===== src/rtl/south_result_collector.sv =====
// South-edge result collector: one FIFO per skewed column, emits whole de-skewed
// rows on a valid/ready stream and signals done after ROWS rows are handed off.
module south_result_collector #(
    parameter int N          = 8,
    parameter int DATA_WIDTH = 32,
    parameter int DEPTH      = 8,
    parameter int ROWS       = 8
) (
    input  logic                    clk_i,
    input  logic                    rstn_i,
    input  logic                    start_i,
    input  logic [DATA_WIDTH-1:0]   south_i [0:N-1],
    input  logic [N-1:0]            south_valid_i,
    output logic [N*DATA_WIDTH-1:0] row_o,
    output logic                    row_valid_o,
    input  logic                    row_ready_i,
    output logic                    busy_o,
    output logic                    done_o,
    output logic                    overflow_o
);
    localparam int AW = $clog2(DEPTH);
    localparam int CW = $clog2(ROWS + 1);

    typedef enum logic [1:0] {IDLE, COLLECT, DONE} state_t;

    state_t                  state_q, state_d;
    logic [CW-1:0]           row_cnt_q, row_cnt_d;
    logic                    row_valid_q, row_valid_d;
    logic                    busy_q, busy_d;
    logic                    done_q, done_d;
    logic                    overflow_q, overflow_d;
    logic [N*DATA_WIDTH-1:0] row_q, row_d;

    logic [N-1:0]            empty;
    logic [N-1:0]            full;
    logic [N-1:0]            wr_en;
    logic [N-1:0]            drop;
    logic [DATA_WIDTH-1:0]   rd_data [N];

    logic collect, start_collect, handshake, finish, pop, clr;

    assign collect       = (state_q == COLLECT);
    assign start_collect = (state_q != COLLECT) && start_i;
    assign handshake     = row_valid_q && row_ready_i;
    assign finish        = collect && handshake && (row_cnt_q == CW'(ROWS - 1));
    assign pop           = collect && (&(~empty)) && (!row_valid_q || row_ready_i);
    // Starting a new operation and finishing the current one both discard FIFO contents.
    assign clr           = start_collect || finish;

    genvar gi;
    generate
        for (gi = 0; gi < N; gi++) begin : g_col
            logic [AW:0]           wr_ptr_q, wr_ptr_d;
            logic [AW:0]           rd_ptr_q, rd_ptr_d;
            logic [DATA_WIDTH-1:0] mem [DEPTH];

            assign empty[gi]   = (wr_ptr_q == rd_ptr_q);
            assign full[gi]    = (wr_ptr_q[AW] != rd_ptr_q[AW]) &&
                                 (wr_ptr_q[AW-1:0] == rd_ptr_q[AW-1:0]);
            // A full column still accepts a write when the row pop frees a slot on the same edge.
            assign wr_en[gi]   = collect && south_valid_i[gi] && (!full[gi] || pop);
            assign drop[gi]    = collect && south_valid_i[gi] && full[gi] && !pop;
            assign rd_data[gi] = mem[rd_ptr_q[AW-1:0]];

            always_comb begin
                wr_ptr_d = wr_ptr_q;
                rd_ptr_d = rd_ptr_q;
                if (clr) begin
                    wr_ptr_d = '0;
                    rd_ptr_d = '0;
                end else begin
                    if (wr_en[gi]) wr_ptr_d = wr_ptr_q + 1'b1;
                    if (pop)       rd_ptr_d = rd_ptr_q + 1'b1;
                end
            end

            always_ff @(posedge clk_i) begin
                if (!rstn_i) begin
                    wr_ptr_q <= '0;
                    rd_ptr_q <= '0;
                end else begin
                    wr_ptr_q <= wr_ptr_d;
                    rd_ptr_q <= rd_ptr_d;
                end
            end

            always_ff @(posedge clk_i) begin
                if (wr_en[gi]) mem[wr_ptr_q[AW-1:0]] <= south_i[gi];
            end
        end
    endgenerate

    always_comb begin
        state_d     = state_q;
        row_cnt_d   = row_cnt_q;
        row_valid_d = row_valid_q;
        row_d       = row_q;
        overflow_d  = overflow_q;
        if (start_collect) begin
            state_d     = COLLECT;
            row_cnt_d   = '0;
            row_valid_d = 1'b0;
            row_d       = '0;
            overflow_d  = 1'b0;
        end else if (collect) begin
            if (|drop)     overflow_d = 1'b1;
            if (handshake) row_cnt_d  = row_cnt_q + 1'b1;
            if (finish) begin
                state_d     = DONE;
                row_valid_d = 1'b0;
            end else if (pop) begin
                row_valid_d = 1'b1;
                for (int j = 0; j < N; j++) row_d[j*DATA_WIDTH +: DATA_WIDTH] = rd_data[j];
            end else if (handshake) begin
                row_valid_d = 1'b0;
            end
        end
        busy_d = (state_d == COLLECT);
        done_d = (state_d == DONE);
    end

    always_ff @(posedge clk_i) begin
        if (!rstn_i) begin
            state_q     <= IDLE;
            row_cnt_q   <= '0;
            row_valid_q <= 1'b0;
            row_q       <= '0;
            busy_q      <= 1'b0;
            done_q      <= 1'b0;
            overflow_q  <= 1'b0;
        end else begin
            state_q     <= state_d;
            row_cnt_q   <= row_cnt_d;
            row_valid_q <= row_valid_d;
            row_q       <= row_d;
            busy_q      <= busy_d;
            done_q      <= done_d;
            overflow_q  <= overflow_d;
        end
    end

    assign row_o       = row_q;
    assign row_valid_o = row_valid_q;
    assign busy_o      = busy_q;
    assign done_o      = done_q;
    assign overflow_o  = overflow_q;
endmodule


===== config.mk =====
export PLATFORM = sky130hd
export DESIGN_NAME = south_result_collector
export DESIGN_NICKNAME = d
export VERILOG_FILES = /design/src/rtl/south_result_collector.sv
export SDC_FILE = /design/constraint.sdc
export NUM_CORES = 2
export LEC_CHECK = 0
export ABC_AREA = 1
export CAP_MARGIN = 25
export CORE_UTILIZATION = 59
export DETAILED_ROUTE_END_ITERATION = 7
export PLACE_DENSITY = 0.76
export REMOVE_ABC_BUFFERS = 1
export SYNTH_ARGS = -nofsm -noshare
export SYNTH_HDL_FRONTEND = slang
export SYNTH_SLANG_ARGS = --single-unit

===== constraint.sdc =====
create_clock -name clk_i -period 4.9 [get_ports clk_i]
set_input_delay 0.98 -clock clk_i [delete_from_list [all_inputs] [get_ports clk_i]]
set_output_delay 0.98 -clock clk_i [all_outputs]
set_load 0.03 [all_outputs]

==> images/clock_wires.png <==
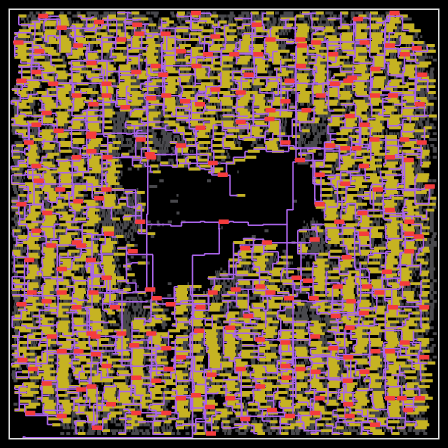
legend:
  flip-flops:
    color: yellow
    count: 2378
  clock-net drivers:
    color: red
    count: 224
  clock wires:
    color: purple
    length: 24.2 mm
routed clock nets: 225
flops lie: widely spread
Clock Power Share: 0.425
clk_lat worst skew: 0.86 ns
final setup skew: 0.06474 ns

==> images/layers.png <==
The bar under the picture is 100 um long.
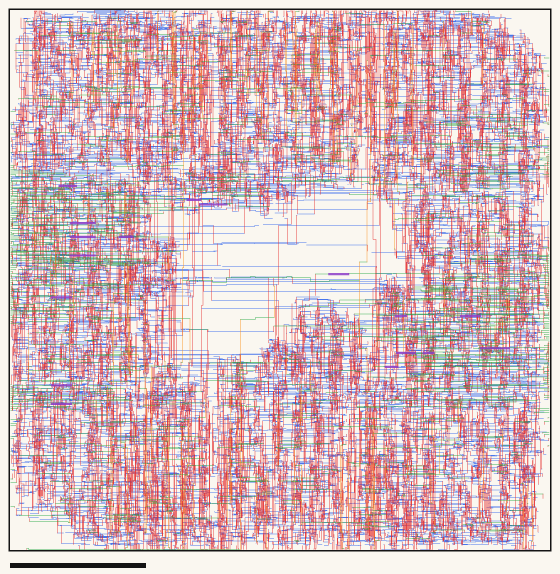
legend:
  M5:
    color: purple
    wire_length: 227 um
  M3:
    color: green
    wire_length: 19400 um
  M4:
    color: orange
    wire_length: 7280 um
  M2:
    color: red
    wire_length: 106 mm
  M1:
    color: blue
    wire_length: 86.1 mm

==> impl_metrics.py <==
# Synthesis and PnR figures
metrics = {
    "sta": {
        "rsz0062_at_grt": "no",
        "setup_violations": 0,
        "holdWs_ns": 0.4645,
        "relSlewSlack": 0.3185,
        "min_period_ns": 4.268,
        "worst_slew_pin_slew_ns": 1.022,
        "slew_violations": 0,
    },
    "global_routing": {
        "grt_max_degree": 259,
        "use_met3": 0.05552,
        "grt_pass1_vias": 58704,
        "grt_use_met2": 0.4484,
        "grt_pass1_wl_mm": 333.5,
        "grt_use_met1": 0.3662,
        "top_usage_layer": "met2",
        "grt-ovfl-total": 0,
        "antenna_found_initial": 49,
    },
    "die": {
        "coreArea_um2": 154000,
        "chip_area_um2": 156700,
    },
    "drt": {
        "route.met3.wl_mm": 19.37,
        "remaining_drc_errors": 0,
        "finalWirelength_mm": 219.2,
        "wire_per_inst_um": 21.38,
        "routed.top_layer": "met5",
        "drt-pass1-iter-count": 6,
        "vias": 60436,
        "avgViaCountPerCell": 5.896,
        "ant_nets": 0,
    },
    "synth": {
        "ys_sh_simple": 0.1145,
        "synth_area_per_cell_um2": 12.09,
        "ys.flop_type": "edfxtp_1",
        "synthTopLogicFamily": "simple AND/OR/NAND/NOR gates",
        "synth_top_cell_by_area": "edfxtp_1",
        "ys_seq_elements": 2378,
        "async_reset_ff_frac": 0,
        "synth_cell_type_count": 34,
        "netlist.area_leader.share": 0.6718,
        "synth.area.top_cells": "edfxtp_1 67%, dfxtp_1 7.2%, nor2_1 6.9%",
        "synthAdderAreaFrac": 0.002324,
        "ys_sh_aoi": 0.1081,
        "synth-edff-count": 2048,
        "postSynthSeqShare": 0.7440,
        "synth_area_um2": 91540,
    },
    "setup_path": {
        "critPathKind": "reg -> reg",
        "rr_worst_depth": 14,
        "cp-startpoint": "g_col[2].rd_ptr_q[0]",
        "arrival_ns": 5.03,
        "start_kind": "flip-flop",
        "worstPathCellList": "clkinv_2 -> nand2_1 -> nand2_1 -> nor2_1 -> nand2_1 -> nand3_1 -> nor2_2 -> nand2_4 -> buf_4 -> nor2_8 -> inv_8 -> buf_4 -> nor2_1 -> nor2_1",
        "worstSetupPathDepth": 14,
        "critPathTopFamily": "buffers and inverters",
        "crit_slowest_cell": "dfxtp_4",
        "ff2ff_setup_slack_ns": 0.63,
        "path_max_fanout": 62,
        "slowest_delay_ns": 0.70,
    },
    "place": {
        "dp_slack_ns": 0.5742,
        "dp_hpwl_mm": 120.6,
        "dpl-instance-area_um2": 98930,
        "dp_cells": 9783,
    },
    "job": {
        "cap_violations": 0,
        "warning_count": 45,
    },
    "final_layout": {
        "postLayoutCoreUtil": 0.6910,
        "drive_above_1_share": 0.07159,
        "syn2layout_area_growth_pct": 16.28,
        "lay_top_count": "edfxtp_1",
        "inv_count": 86,
        "seqCellArea_um2": 68150,
        "final-clk-cell-share": 0.06829,
        "combGateArea_um2": 21350,
        "n_all_buffers": 672,
        "n_antenna_cell": 36,
        "comb_share": 0.2006,
        "layout_top_cells": "2048 x edfxtp_1, 1640 x nor2_1, 1161 x o21ai_0",
        "fin_nets": 8256,
        "fin_area_um2": 106400,
        "largest_register_ffs": 2048,
        "dominant_cells": "sequential cells",
        "instances_no_fill": 10251,
        "fill_cells": 10412,
        "nMultiInputCombCells": 4609,
    },
    "power_and_ir_drop": {
        "p_switching_mw": 7.934,
        "pg_seq_mw": 22.1,
        "p_seq_frac": 0.554,
        "p_comb_frac": 0.021,
        "power.group.top": "registers",
        "leakagePower_nw": 36.93,
        "clk-power_mw": 16.9,
        "swShare": 0.1990,
        "vdd_ir_drop_max_v": 0.0003380,
        "comb-power_uw": 837,
        "p_int_mw": 31.93,
    },
    "clock_network": {
        "hold_buffers": 0,
        "h-tree-depth": 4,
        "numCtsBuffers": 224,
        "cts-resized-gates": 0,
        "clk_transition_reported_paths_ns": 0.06,
        "tritoncts": "built",
    },
    "worst_hold_path": {
        "holdPathEnd": "overflow_o",
        "hold_start": "overflow_o",
        "hold_path_class": "reg -> reg",
    },
    "run_status": {
        "status": "finished clean",
    },
}
-- synth_stat cells, types with 8 or more instances --
master and instances:
edfxtp_1 2048, buf_1 37, buf_2 53, clkbuf_1 369
dfxtp_1 330, buf_4 11, o21ai_0 1161, xnor2_1 11
o21ai_1 71, xor2_1 23, a21oi_1 69, ha_1 17
nor3_1 35, o32ai_1 64, buf_6 26, nand2_2 8
nand2_1 944, inv_2 9, nand3_1 67, nor2_1 1673
o22ai_1 448, inv_1 75
-- worst reg2reg max path, delay by kind of cell (launching register included) --
kind	cells	cell delay (ns)
simple gates	10	1.49
flops	1	0.70
buf+inv	4	2.04
-- logic make-up after synthesis --
kind of cell | Yosys count
and+or+nand+nor | 2739
adders and majority gates | 17
buffers and inverters | 583
AOI/OAI and AO/OA | 1816
xor gates and xnor gates | 37
DFF | 2378
Power is estimated from default activity; no workload was simulated.
